--- config.mk ---
export PLATFORM = sky130hd
export DESIGN_NAME = slave_port
export DESIGN_NICKNAME = d
export VERILOG_FILES = /design/src/rtl/slave_port.sv
export SDC_FILE = /design/constraint.sdc
export NUM_CORES = 1
export LEC_CHECK = 0
export CAP_MARGIN = 10
export CORE_UTILIZATION = 30
export CTS_CLUSTER_DIAMETER = 150
export DETAILED_ROUTE_END_ITERATION = 16
export PLACE_DENSITY = 0.5
export SYNTH_ARGS = -nofsm -noshare
export SYNTH_HDL_FRONTEND = slang
export SYNTH_SLANG_ARGS = --single-unit
--- constraint.sdc ---
create_clock -name clk -period 4.27 [get_ports clk]
set_input_delay 1.0675 -clock clk [delete_from_list [all_inputs] [get_ports clk]]
set_output_delay 1.0675 -clock clk [all_outputs]
set_load 0.05 [all_outputs]
--- src/rtl/slave_port.sv ---
// rtl/slave_port.sv - serial-bus responder: deserialises address/mode/write data, serialises read data
//
// Purpose:
//   Slave end of the serial link driven by master_port. A frame starts with
//   the first address bit, when the transfer mode is also latched. Address
//   bits and write data arrive LSB first, one bit per cycle with mvalid high.
//   Cycles with mvalid low are gaps. A write issues a one-cycle smemwen
//   strobe. A read issues a one-cycle smemren strobe, waits for rvalid, and
//   then shifts the returned word out LSB first while svalid is high.
//
// Ports:
//   clk        in   system clock, rising edge
//   rstn       in   asynchronous active-low reset
//   swdata     in   serial write data (address and data bits)
//   smode      in   0 = read, 1 = write; sampled with the first address bit
//   mvalid     in   bit-valid from the decoder, one bit per high cycle
//   srdata     out  serial read data
//   svalid     out  read-data bit valid
//   sready     out  idle and able to accept a new frame
//   smemaddr   out  [ADDR_WIDTH] local memory address
//   smemwdata  out  [DATA_WIDTH] memory write data
//   smemwen    out  one-cycle write strobe
//   smemren    out  one-cycle read strobe
//   smemrdata  in   [DATA_WIDTH] memory read data
//   rvalid     in   smemrdata valid (observed only while waiting for a read)
//
// ADDR_WIDTH and DATA_WIDTH are expected to be at least 2.

module slave_port #(
  parameter int ADDR_WIDTH = 12,
  parameter int DATA_WIDTH = 8
) (
  input  logic                  clk,
  input  logic                  rstn,
  input  logic                  swdata,
  input  logic                  smode,
  input  logic                  mvalid,
  output logic                  srdata,
  output logic                  svalid,
  output logic                  sready,
  output logic [ADDR_WIDTH-1:0] smemaddr,
  output logic [DATA_WIDTH-1:0] smemwdata,
  output logic                  smemwen,
  output logic                  smemren,
  input  logic [DATA_WIDTH-1:0] smemrdata,
  input  logic                  rvalid
);

  localparam int MAX_WIDTH = (ADDR_WIDTH > DATA_WIDTH) ? ADDR_WIDTH : DATA_WIDTH;
  localparam int CNT_WIDTH = $clog2(MAX_WIDTH + 1);

  // Address bit 0 is taken in IDLE, so the ADDR phase counts the remaining
  // ADDR_WIDTH-1 bits and its last bit arrives at count ADDR_WIDTH-2.
  localparam logic [CNT_WIDTH-1:0] ADDR_LAST = CNT_WIDTH'(ADDR_WIDTH - 2);
  localparam logic [CNT_WIDTH-1:0] DATA_LAST = CNT_WIDTH'(DATA_WIDTH - 1);

  typedef enum logic [2:0] {
    S_IDLE  = 3'd0,
    S_ADDR  = 3'd1,
    S_WDATA = 3'd2,
    S_WRITE = 3'd3,
    S_RREQ  = 3'd4,
    S_RWAIT = 3'd5,
    S_RDATA = 3'd6
  } state_t;

  state_t                  r_state;
  state_t                  w_next;
  logic [CNT_WIDTH-1:0]    r_cnt;
  logic                    r_mode;
  logic [ADDR_WIDTH-1:0]   r_addr;
  logic [DATA_WIDTH-1:0]   r_wdata;
  logic [DATA_WIDTH-1:0]   r_shift;
  logic                    w_phase_change;
  logic                    w_cnt_step;

  // State register
  always_ff @(posedge clk or negedge rstn) begin
    if (!rstn) begin
      r_state <= S_IDLE;
    end else begin
      r_state <= w_next;
    end
  end

  // Next-state logic
  always_comb begin
    w_next = r_state;
    case (r_state)
      S_IDLE: begin
        if (mvalid) w_next = S_ADDR;
      end
      S_ADDR: begin
        if (mvalid && (r_cnt == ADDR_LAST)) w_next = r_mode ? S_WDATA : S_RREQ;
      end
      S_WDATA: begin
        if (mvalid && (r_cnt == DATA_LAST)) w_next = S_WRITE;
      end
      S_WRITE: w_next = S_IDLE;
      S_RREQ:  w_next = S_RWAIT;
      S_RWAIT: begin
        if (rvalid) w_next = S_RDATA;
      end
      S_RDATA: begin
        if (r_cnt == DATA_LAST) w_next = S_IDLE;
      end
      default: w_next = S_IDLE;
    endcase
  end

  // Output logic: every strobe and serial output decodes straight from the
  // state, so an asynchronous reset drops them in the same instant.
  always_comb begin
    sready  = 1'b0;
    svalid  = 1'b0;
    srdata  = 1'b0;
    smemwen = 1'b0;
    smemren = 1'b0;
    case (r_state)
      S_IDLE:  sready  = 1'b1;
      S_WRITE: smemwen = 1'b1;
      S_RREQ:  smemren = 1'b1;
      S_RDATA: begin
        svalid = 1'b1;
        srdata = r_shift[0];
      end
      default: ;
    endcase
  end

  // The bit counter is shared by ADDR, WDATA and RDATA; it restarts whenever
  // the state changes and advances only on cycles that move a bit.
  assign w_phase_change = (w_next != r_state);
  assign w_cnt_step     = (((r_state == S_ADDR) || (r_state == S_WDATA)) && mvalid) ||
                          (r_state == S_RDATA);

  always_ff @(posedge clk or negedge rstn) begin
    if (!rstn) begin
      r_cnt <= '0;
    end else if (w_phase_change) begin
      r_cnt <= '0;
    end else if (w_cnt_step) begin
      r_cnt <= r_cnt + 1'b1;
    end
  end

  // Mode is captured with address bit 0 only; later smode values are ignored.
  always_ff @(posedge clk or negedge rstn) begin
    if (!rstn) begin
      r_mode <= 1'b0;
    end else if ((r_state == S_IDLE) && mvalid) begin
      r_mode <= smode;
    end
  end

  // Address and write data shift in from the top so that, after the full
  // LSB-first sequence, bit 0 has reached the bottom of the register.
  always_ff @(posedge clk or negedge rstn) begin
    if (!rstn) begin
      r_addr <= '0;
    end else if (((r_state == S_IDLE) || (r_state == S_ADDR)) && mvalid) begin
      r_addr <= {swdata, r_addr[ADDR_WIDTH-1:1]};
    end
  end

  always_ff @(posedge clk or negedge rstn) begin
    if (!rstn) begin
      r_wdata <= '0;
    end else if ((r_state == S_WDATA) && mvalid) begin
      r_wdata <= {swdata, r_wdata[DATA_WIDTH-1:1]};
    end
  end

  // Read shift register: loaded when memory answers, drained LSB first.
  always_ff @(posedge clk or negedge rstn) begin
    if (!rstn) begin
      r_shift <= '0;
    end else if ((r_state == S_RWAIT) && rvalid) begin
      r_shift <= smemrdata;
    end else if (r_state == S_RDATA) begin
      r_shift <= r_shift >> 1;
    end
  end

  assign smemaddr  = r_addr;
  assign smemwdata = r_wdata;

endmodule

Figure 1. Placement by cell class (run 1).
Bar = 20 µm.
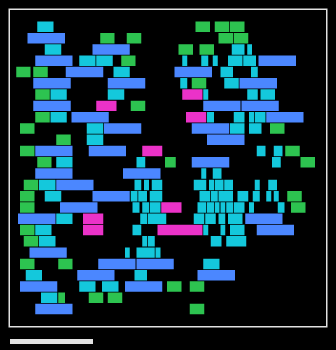
color	class	cells	share of their area
green	other buffers and delay cells	39	18%
blue	flops	36	43%
magenta	clock drivers and dummy loads	8	6.0%
cyan	combinational and other logic	95	33%

Figure 2. Clock distribution (run 1).
Bar = 20 µm.
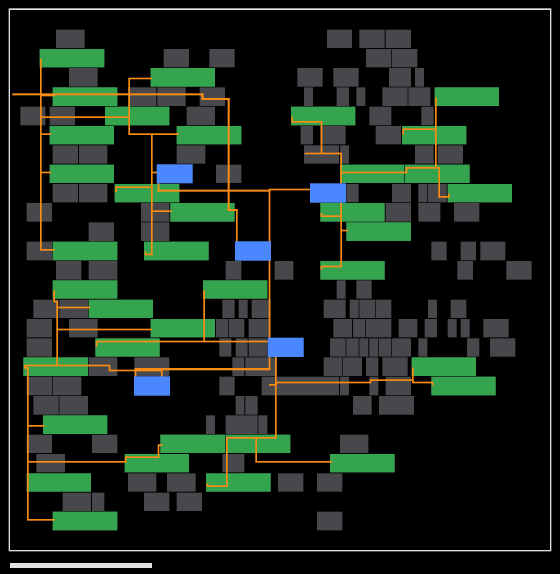
[orange] clock wires | length: 499 µm
[green] flip-flops | count: 36
[blue] clock drivers | count: 5
flops lie	spread over the die
routed clock nets	6

Figure 3. Where the registers sit (run 1).
Bar = 20 µm.
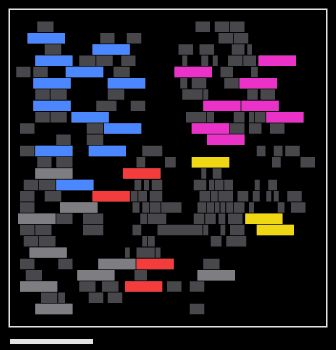
color	signal	flops
magenta	`r_shift`	8
blue	`smemaddr`	12
red	`r_cnt`	4
yellow	`r_state`	3
not colored	9
fraction of area in registers: 40.82%
Seq power: 0.561 mW
Seq. cell area: 900.9 µm²
post-layout util: 42.40%

Figure 4. Routing congestion (run 1).
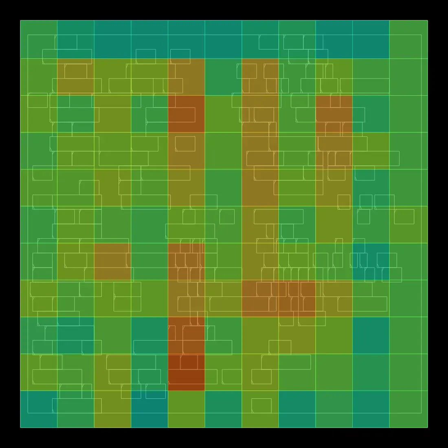
met1 Track Usage GR: 14.34%
Tot GR Track Use: 12.15%
gr busiest metal: met2
grt met3 use: 4.072%
WL/cell: 13.02 µm

run 1: through the flow:
stage	utilization [%]	hold slack, ps	instance area, µm²	worst slack, ps
after detailed placement	39.98	466.1	2081	1136
after floorplan	-	441.3	1649	1525
after CTS	42.40	482.0	2207	807.8
after global placement	39.98	461.5	2081	1170
after global routing	42.40	512.0	2207	617.8
final	42.40	475.5	2207	817.2
run 1: cells in the mapped netlist:
master,number,area (µm²)
o22a_1,1,8.760
nand2b_4,1,13.76
nand3_1,1,5.000
o32a_1,1,10.01
nor3_1,3,15.01
mux2_2,21,236.5
buf_2,4,20.02
and3b_1,1,8.760
o21a_1,1,7.510
ha_1,2,25.02
xnor2_1,1,8.760
o21ai_0,7,35.03
o31ai_1,1,7.510
buf_6,1,11.26
and3_1,1,6.260
nor2b_1,3,18.77
o211ai_1,2,15.01
nor2_2,1,6.260
nand3b_1,3,22.52
a21o_1,4,30.03
a21oi_1,5,25.02
inv_1,2,7.510
or2_2,1,6.260
nand2b_1,2,12.51
or3_1,2,12.51
and2_1,1,6.260
a22o_1,4,35.03
nor2_1,8,30.03
nand2_1,9,33.78
dfrtp_1,36,900.9
mux2i_1,4,40.04
a221o_1,1,10.01
o211a_1,1,10.01
buf_4,1,7.510
run 1: sequential cells by signal (all words and copies together) (netlist names):
name and count:
r_mode 1, smemaddr 12, r_cnt 4, r_state 3, smemwdata 8, r_shift 8
run 1: logic make-up after synthesis:
| group | count (synthesis) | synth area share, % |
|---|---|---|
| AND-OR/OR-AND | 28 | 11.76 |
| flip-flops | 36 | 54.63 |
| adder cells (fa/ha/maj) | 2 | 1.517 |
| AND/OR/NAND/NOR | 37 | 11.99 |
| buffers and inverters | 8 | 2.808 |
| multiplexers | 25 | 16.77 |
| XOR/XNOR | 1 | 0.5312 |
run 1: worst min path at each step:
stage,startpoint,end,slack [ps]
global placement,r_shift[2]$_DFFE_PN0P_,r_shift[2]$_DFFE_PN0P_,460
CTS,r_shift[5]$_DFFE_PN0P_,r_shift[5]$_DFFE_PN0P_,480
global route,r_shift[5]$_DFFE_PN0P_,r_shift[5]$_DFFE_PN0P_,510
floorplan,r_shift[0]$_DFFE_PN0P_,r_shift[0]$_DFFE_PN0P_,440
finish,r_shift[5]$_DFFE_PN0P_,r_shift[5]$_DFFE_PN0P_,480
detailed placement,r_shift[5]$_DFFE_PN0P_,r_shift[5]$_DFFE_PN0P_,470
run 1: routing by layer:
| metal | vias to the layer above | wire length [µm] |
|---|---|---|
| li1 | 564 | - |
| met1 | 578 | 1442 |
| met2 | 34 | 1575 |
| met3 | 4 | 189 |
| met4 | 0 | 21 |
| met5 | - | 0 |
run 1: cell type report:
class                   instances  area (µm²)
inverters                       2       7.507
flip-flops and latches         36       900.9
fillers                       509        2998
well taps                      70       87.58
clock buffers                   7       96.34
clock inverters                 1       30.03
repair buffers                 39       382.9
multi-input cells              93       701.9
run 1: worst max-delay path, stage by stage (launching register included):
cell and delay [ps]:
dfrtp_1 550, nor2b_1 270, and2_1 410, clkdlybuf4s50_1 880
==> flow_metrics.env, run 1 <==
# flow metrics
export IMPL_relSlewSlack_pct=46.87
export IMPL_fin_nets=193
export IMPL_cts_tree="built"
export IMPL_clockRootBuffer="clkbuf_8"
export IMPL_antenna_found_initial=0
export IMPL_r2r_slack_ps=2380
export IMPL_yosysWarnings=0
export IMPL_total_power_mw=1.499
export IMPL_final_instance_count_excl_fill=248
export IMPL_crit_required_ps=3200
export IMPL_drv_cap=0
export IMPL_crit_fanout=13
export IMPL_tool_warnings=27
export IMPL_max_clock_freq_ghz=0.2896
export IMPL_grt_pass1_wl_mm=5.575
export IMPL_maxPowerGroup="combinational logic"
export IMPL_setup_tns_ps=0
export IMPL_drive_above_1_share_pct=19.10
export IMPL_gp_congestion=0.8328
export IMPL_die_area_mm2=0.005797
export IMPL_numPortBuffers=38
export IMPL_synth_nets=153
export IMPL_setup_violations=0
export IMPL_hold_violations=0
export IMPL_r2r_start="r_state[1]$_DFF_PN0_"
export IMPL_lay_top_count="clkdlybuf4s50_1"
export IMPL_syn_inst=137
export IMPL_hold_buffers=0
export IMPL_antennaDiodeCount=0
export IMPL_row_count=26
export IMPL_layout_top_cells="clkdlybuf4s50_1 (37), dfrtp_1 (36), mux2_2 (21)"
export IMPL_ir_drop_v=0.0003657
export IMPL_combinationalPower_mw=0.611
export IMPL_p_sw_share_pct=38.73
export IMPL_period_minus_slack_ps=3453
export IMPL_grtUsageMet2_pct=20.73
export IMPL_drc=0
export IMPL_r2r_cells=4
export IMPL_areaGrowthSynthToFinish_pct=33.84
export IMPL_clkTransAtPathRegs_ps=80
export IMPL_drt_initial_drc_count=66
export IMPL_ys_cells=137
export IMPL_clock_sinks=36
export IMPL_cp_start_kind="register"
export IMPL_gr_total_overflow=0
export IMPL_die_w_um=76.14
export IMPL_endpoint_kind="primary output"
export IMPL_cts_buffers=5
export IMPL_hold_class="reg2reg"
export IMPL_viasPerCell=4.758
export IMPL_die_y_um=76.14
export IMPL_dp_hpwl_mm=2.284
export IMPL_grt_pass1_vias=1222
export IMPL_numSynthFlops=36
export IMPL_vias=1180
export IMPL_crit_arrival_ps=2390
export IMPL_clock_power_mw=0.327
export IMPL_p_leak_nw=0.9581
export IMPL_slew_viol_final=0
export IMPL_p_comb_share_pct=40.8
export IMPL_path_class="reg2out"
export IMPL_crit_path_start="r_state[2]$_DFF_PN0_"
export IMPL_tightest_slew_ps=796.9
export IMPL_cts_resized=0
export IMPL_p_per_area_mw_per_mm2=679.0
export IMPL_power_frac_seq_pct=37.4
export IMPL_skew_ps=7.813
export IMPL_hold_depth=1
export IMPL_status="finished clean"
export IMPL_p_int_mw=0.9182
export IMPL_fp_util_pct=31.68
export IMPL_clock_power_share_pct=21.8
export IMPL_drt_total_wl_mm=3.229
export IMPL_ant_nets=0
export IMPL_min_period_over_period_pct=80.86
export IMPL_ys_seq_share_pct=54.63
export IMPL_timing_rr_end="r_shift[2]$_DFFE_PN0P_"
export IMPL_yosys_area_mm2=0.001649
export IMPL_synth_distinct_cells=34
export IMPL_dpl_cell_count=240
export IMPL_clockBufferDepth=2
export IMPL_netlist_area_mm2=0.001649
export IMPL_clk_latency_ps=280
export IMPL_grt_max_degree=37
==> inputs of run 2 (changes only) <==
==> constraint.sdc (replaced) <==
create_clock -name clk -period 3.6 [get_ports clk]
set_input_delay 0.9 -clock clk [delete_from_list [all_inputs] [get_ports clk]]
set_output_delay 0.9 -clock clk [all_outputs]
set_load 0.05 [all_outputs]
Figure 5. Placement by cell class (run 2).
Bar = 20 µm.
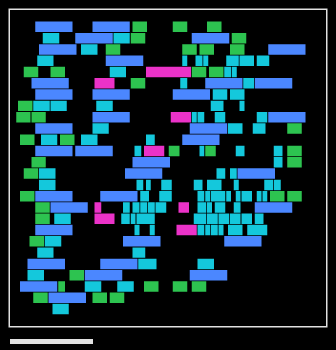
color	class	cells	share of their area
magenta	clock drivers and dummy loads	8	5.3%
cyan	combinational and other logic	95	34%
blue	flops	36	43%
green	other buffers and delay cells	40	18%

==> flow_metrics.env, run 2 <==
# flow metrics
export IMPL_clockBufferDepth=2
export IMPL_viasPerCell=4.711
export IMPL_die_area_mm2=0.005797
export IMPL_crit_fanout=13
export IMPL_synth_avg_cell_area_um2=12.04
export IMPL_fp_util_pct=31.68
export IMPL_gp_congestion=0.8408
export IMPL_grt_pass1_vias=1243
export IMPL_status="finished clean"
export IMPL_ys_dominant_reg_cell="dfrtp_1"
export IMPL_ys_seq_share_pct=54.63
export IMPL_hold_violations=0
export IMPL_clk_latency_ps=280
export IMPL_crit_required_ps=2700
export IMPL_critPathMaxStageDelay_ps=880
export IMPL_gr_total_overflow=0
export IMPL_ys_cells=137
export IMPL_drv_cap=0
export IMPL_numPortBuffers=38
export IMPL_postCtsSetupBuffers=0
export IMPL_synth_nets=153
export IMPL_antennaDiodeCount=0
export IMPL_cts_buffers=5
export IMPL_numSynthFlops=36
export IMPL_fill_cells=509
export IMPL_ys_async_sr_fraction_pct=100.0
export IMPL_tool_warnings=27
export IMPL_path_cells="nor2b_1 > and2_1 > clkdlybuf4s50_1"
export IMPL_synth_top_cell_by_area="dfrtp_1"
export IMPL_critPathBufInv=1
export IMPL_setup_tns_ps=0
export IMPL_fin_nets=194
export IMPL_netlist_area_mm2=0.001649
export IMPL_h_tree_depth=2
export IMPL_firstDrtPassIters=4
export IMPL_drt_total_wl_mm=3.187
export IMPL_hold_class="reg2reg"
export IMPL_hold_buffers=0
export IMPL_syn_inst=137
export IMPL_area_leaders="dfrtp_1 (55%), mux2_2 (14%), mux2i_1 (2.4%), a22o_1 (2.1%), o21ai_0 (2.1%)"
export IMPL_place_area_mm2=0.002088
export IMPL_register_area_um2=900.9
export IMPL_grt_max_degree=37
export IMPL_layout_top_cells="clkdlybuf4s50_1 (37), dfrtp_1 (36), mux2_2 (21)"
export IMPL_crit_slowest_cell="clkdlybuf4s50_1"
export IMPL_ir_drop_v=0.0005453
export IMPL_drt_initial_drc_count=112
export IMPL_cp_start_kind="register"
export IMPL_synthTopCellsByCount="dfrtp_1 (36), mux2_2 (21), nand2_1 (9)"
export IMPL_clkTransAtPathRegs_ps=70
export IMPL_clock_sinks=36
export IMPL_clockRootBuffer="clkbuf_8"
export IMPL_rsz0062_at_grt="no"
export IMPL_p_leak_nw=0.9532
export IMPL_crit_arrival_ps=2390
export IMPL_max_clock_freq_ghz=0.3041
export IMPL_yosys_area_mm2=0.001649
export IMPL_path_class="reg2out"
export IMPL_drc=0
export IMPL_synth_distinct_cells=34
export IMPL_cts_resized=0
export IMPL_lay_top_count="clkdlybuf4s50_1"
export IMPL_antenna_found_initial=0
export IMPL_slew_viol_final=0
export IMPL_relSlewSlack_pct=46.48
export IMPL_largest_reg_flops=12
export IMPL_die_w_um=76.14
export IMPL_yosysMostFrequentCell="dfrtp_1"
export IMPL_cts_tree="built"
export IMPL_drive_above_1_share_pct=19.55
export IMPL_final_area_mm2=0.002200
export IMPL_dp_hpwl_mm=2.254
export IMPL_yosysTopAreaCellShare_pct=54.63
export IMPL_track_usage_pct=12.24
export IMPL_crit_family="buffers and inverters"
export IMPL_wl_per_cell_um=12.80
export IMPL_tightest_slew_ps=802.7
export IMPL_period_minus_slack_ps=3289
export IMPL_grt_pass1_wl_mm=5.623
export IMPL_comb_area_um2=701.9
export IMPL_edf_count=0
export IMPL_skew_ps=4.102
export IMPL_setup_violations=0
export IMPL_row_count=26
export IMPL_ant_nets=0
export IMPL_p_per_area_mw_per_mm2=791.2
export IMPL_endpoint_kind="primary output"
export IMPL_yosysWarnings=0
export IMPL_min_period_over_period_pct=91.35
export IMPL_vias=1173
export IMPL_areaGrowthSynthToFinish_pct=33.38
export IMPL_die_y_um=76.14
[run 2: cell counts after synthesis]
No cell type changed its count.
[run 2: kinds of logic (layout without fill, tap and decap cells)]
kind of cell	after synthesis	in the layout	synth area share (%)
multiplexers	25	25	16.77
buffers and inverters	8	50	2.808
adder cells (fa/ha/maj)	2	2	1.517
AND-OR/OR-AND	28	28	11.76
AND/OR/NAND/NOR	37	37	11.99
flip-flops	36	36	54.63
XOR/XNOR	1	1	0.5312
[run 2: power by group]
group	leakage (nW)	switching, mW	total [mW]	internal [mW]
Combinational	0.449	0.427	0.725	0.298
Clock	0.0541	0.146	0.351	0.205
Sequential	0.450	0.116	0.665	0.549
Total	0.953	0.689	1.74	1.05
[run 2: worst paths after layout]
check                                            start                       end  slack (ps)  depth (start not counted)
worst max-delay path              r_state[2]$_DFF_PN0_                    svalid         310                          3
worst min-delay path            r_shift[0]$_DFFE_PN0P_    r_shift[0]$_DFFE_PN0P_         490                          1
worst max register to register    r_state[2]$_DFF_PN0_    r_shift[2]$_DFFE_PN0P_        1900                          4
worst min register to register  r_shift[0]$_DFFE_PN0P_    r_shift[0]$_DFFE_PN0P_         490                          1
max in group asynchronous                         rstn    r_shift[3]$_DFFE_PN0P_        2390                          1
min in group asynchronous                         rstn  smemwdata[2]$_DFFE_PN0P_         700                          1
[run 2: layout make-up]
class | count | area share, %
flip-flops and latches | 36 | 40.96
multi-input cells | 93 | 31.91
repair buffers | 40 | 17.75
well taps | 70 | 3.982
clock buffers | 5 | 3.129
clock inverters | 3 | 1.934
inverters | 2 | 0.3413
[run 2: per-layer routing]
layer  part of all wire [%]  global-route usage [%]
met4                    1.0                   5.192
met1                     45                   14.59
met3                    6.0                   4.311
met2                     48                   20.00
met5                      0                       0
[run 2: through the flow]
stage               setup WS, ps  hold slack, ps  instances  power (mW)  util, %
finish                     311.2           487.4        249       1.740    42.26
global route               63.38           514.7        249       1.848    42.26
CTS                        293.9           491.6        249       1.766    42.26
detailed placement         617.8           473.4        241       1.403    40.12
global placement           662.4           461.5        241       1.388    40.12
floorplan                   1023           441.3        137       1.167        -
Power figures rest on the tool's default switching activity, not on a simulated workload.
